===== config.mk =====
export PLATFORM = sky130hd
export DESIGN_NAME = hamming74_dec
export DESIGN_NICKNAME = d
export VERILOG_FILES = /design/src/rtl/hamming74_dec.sv
export SDC_FILE = /design/constraint.sdc
export NUM_CORES = 1
export LEC_CHECK = 0
export CORE_ASPECT_RATIO = 0.6
export CORE_MARGIN = 5
export CORE_UTILIZATION = 55
export CTS_CLUSTER_SIZE = 28
export DETAILED_ROUTE_END_ITERATION = 10
export DONT_BUFFER_PORTS = 1
export HOLD_SLACK_MARGIN = 0.15
export PLACE_DENSITY = 0.72
export REMOVE_ABC_BUFFERS = 1
export SLEW_MARGIN = 5
export SYNTH_ARGS = -nofsm -noshare
export SYNTH_HDL_FRONTEND = slang
export SYNTH_SLANG_ARGS = --single-unit

===== constraint.sdc =====
create_clock -name ip_clk -period 1.5 [get_ports ip_clk]
set_input_delay 0.15 -clock ip_clk [delete_from_list [all_inputs] [get_ports ip_clk]]
set_output_delay 0.15 -clock ip_clk [all_outputs]
set_load 0.005 [all_outputs]

===== src/rtl/hamming74_dec.sv =====
// Two-stage Hamming(7,4) SECDED decoder with valid/ready flow control.
// Also keeps saturating corrected/uncorrected error counters for link health.
module hamming74_dec #(
  parameter int CNT_W = 8
) (
  input  logic             ip_clk,
  input  logic             ip_rst_n,
  input  logic             ip_valid,
  output logic             op_ready,
  input  logic [6:0]       ip_hamm_code,
  input  logic             ip_parity,
  output logic             op_valid,
  input  logic             ip_ready,
  output logic [3:0]       op_data,
  output logic             op_single_err,
  output logic             op_double_err,
  output logic             op_parity_err,
  output logic [2:0]       op_err_pos,
  input  logic             ip_cnt_clr,
  output logic [CNT_W-1:0] op_corr_cnt,
  output logic [CNT_W-1:0] op_uncorr_cnt
);

  typedef struct packed {
    logic [6:0] code;
    logic [2:0] syn;
    logic       pchk;
  } s1_t;

  typedef struct packed {
    logic [3:0] data;
    logic       single_err;
    logic       double_err;
    logic       parity_err;
    logic [2:0] err_pos;
  } s2_t;

  logic s1_valid;
  logic s2_valid;
  logic s1_en;
  logic s2_en;
  logic dlv;

  s1_t s1_q;
  s1_t s1_d;
  s2_t s2_q;
  s2_t s2_d;

  logic [6:0] flip;
  logic [6:0] fixed;
  logic       syn_nz;

  assign s2_en    = !s2_valid || ip_ready;
  assign s1_en    = !s1_valid || s2_en;
  assign op_ready = s1_en;
  assign op_valid = s2_valid;
  assign dlv      = s2_valid && ip_ready;

  // Syndrome and overall parity check on the incoming word
  always_comb begin
    s1_d        = '0;
    s1_d.code   = ip_hamm_code;
    s1_d.syn[0] = ip_hamm_code[0] ^ ip_hamm_code[2]
                ^ ip_hamm_code[4] ^ ip_hamm_code[6];
    s1_d.syn[1] = ip_hamm_code[1] ^ ip_hamm_code[2]
                ^ ip_hamm_code[5] ^ ip_hamm_code[6];
    s1_d.syn[2] = ip_hamm_code[3] ^ ip_hamm_code[4]
                ^ ip_hamm_code[5] ^ ip_hamm_code[6];
    s1_d.pchk   = (^ip_hamm_code) ^ ip_parity;
  end

  always_ff @(posedge ip_clk or negedge ip_rst_n) begin
    if (!ip_rst_n) begin
      s1_valid <= 1'b0;
      s1_q     <= '0;
    end else if (s1_en) begin
      s1_valid <= ip_valid;
      if (ip_valid) s1_q <= s1_d;
    end
  end

  assign syn_nz = |s1_q.syn;

  always_comb begin
    flip = '0;
    if (syn_nz) flip = 7'd1 << (s1_q.syn - 3'd1);
  end

  always_comb begin
    s2_d  = '0;
    fixed = s1_q.code;
    unique case (1'b1)
      (!syn_nz && !s1_q.pchk): begin
      end
      (syn_nz && s1_q.pchk): begin
        fixed           = s1_q.code ^ flip;
        s2_d.single_err = 1'b1;
        s2_d.err_pos    = s1_q.syn;
      end
      (!syn_nz && s1_q.pchk): begin
        s2_d.single_err = 1'b1;
        s2_d.parity_err = 1'b1;
      end
      (syn_nz && !s1_q.pchk): begin
        s2_d.double_err = 1'b1;
      end
      default: begin
      end
    endcase
    s2_d.data = {fixed[6], fixed[5], fixed[4], fixed[2]};
  end

  always_ff @(posedge ip_clk or negedge ip_rst_n) begin
    if (!ip_rst_n) begin
      s2_valid <= 1'b0;
      s2_q     <= '0;
    end else if (s2_en) begin
      s2_valid <= s1_valid;
      if (s1_valid) s2_q <= s2_d;
    end
  end

  assign op_data       = s2_q.data;
  assign op_single_err = s2_q.single_err;
  assign op_double_err = s2_q.double_err;
  assign op_parity_err = s2_q.parity_err;
  assign op_err_pos    = s2_q.err_pos;

  // Counters only see delivered words; clear wins over increment
  always_ff @(posedge ip_clk or negedge ip_rst_n) begin
    if (!ip_rst_n) begin
      op_corr_cnt   <= '0;
      op_uncorr_cnt <= '0;
    end else if (ip_cnt_clr) begin
      op_corr_cnt   <= '0;
      op_uncorr_cnt <= '0;
    end else if (dlv) begin
      if (s2_q.single_err && (op_corr_cnt != '1))
        op_corr_cnt <= op_corr_cnt + 1'b1;
      if (s2_q.double_err && (op_uncorr_cnt != '1))
        op_uncorr_cnt <= op_uncorr_cnt + 1'b1;
    end
  end

endmodule


**Routed metal per tile**

Drawn at 4 px/um. 17 x 11 tiles, from dark blue (low) to red (high), scaled to the fullest tile. Values are wire area over tile area, all layers added.
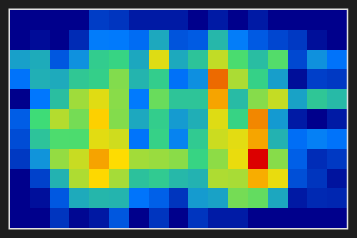
mean over tiles: 0.16
emptiest ninth of the die: top right
fullest tile: 0.48

**M3 wires**

Drawn at 6 px/um. Cells faint in the background.
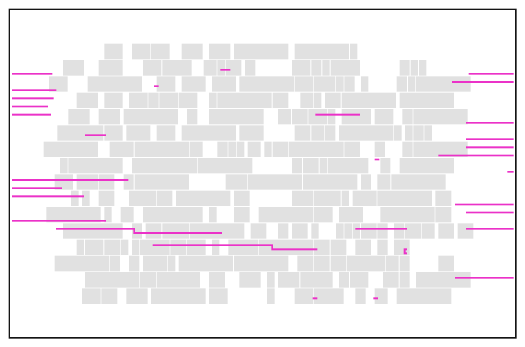
wire length on this layer: 251 um
share of all routed wire: 5.6%

**M2 wires**

Drawn at 6 px/um. Cells faint in the background.
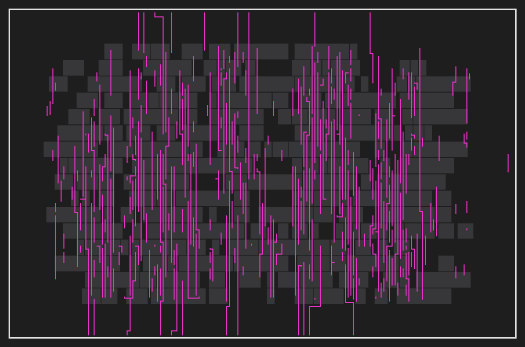
longest straight run: 27.7 um
share of all routed wire: 48%
wire length on this layer: 2180 um
Detailed Route WL: 4.52 mm
via count: 1442
GR Util met2: 0.355

==> reports/metrics.yaml <==
status: "finished with violations"
internal-power_w: 0.00194
ys_warn_count: 0
synth_flop_count: 36
hold_violations: 16
finalCriticalPeriod_ps: 1490
busiest_layer: "met2"
power.total_w: 0.00275
largestRegisters: "op_corr_cnt: 8 flops, op_uncorr_cnt: 8 flops, s1_q: 8 flops"
violations: "negative hold slack"
n_all_buffers: 34
log.warning_count: 28
reg2reg_from: "op_uncorr_cnt[0]"
hp-start: "ip_cnt_clr"
drt-vias-per-instance: 5.63
topCellsByArea: "dfrtp_1 (50%), xnor2_1 (7.7%), nand2_1 (4.1%)"
cts.clk_slew.worst_paths_ps: 80
nNetsFinal: 226
gp_congestion: 0.821
ys_chip_area_um2: 1820
ff_count: 36
cts_buffer_depth: 2
wl_per_cell_um: 17.6
ys_sh_adder: 0.0207
clk_latency_ps: 300
clock_sinks: 36
ir_drop_uv: 619
met2WireLength_mm: 2.18
hold_ws_ps: -98.7
design.die.area_um2: 4590
wl_met1_mm: 1.98
ys_seq_share: 0.496
whs_endpoint: "op_uncorr_cnt[6]"
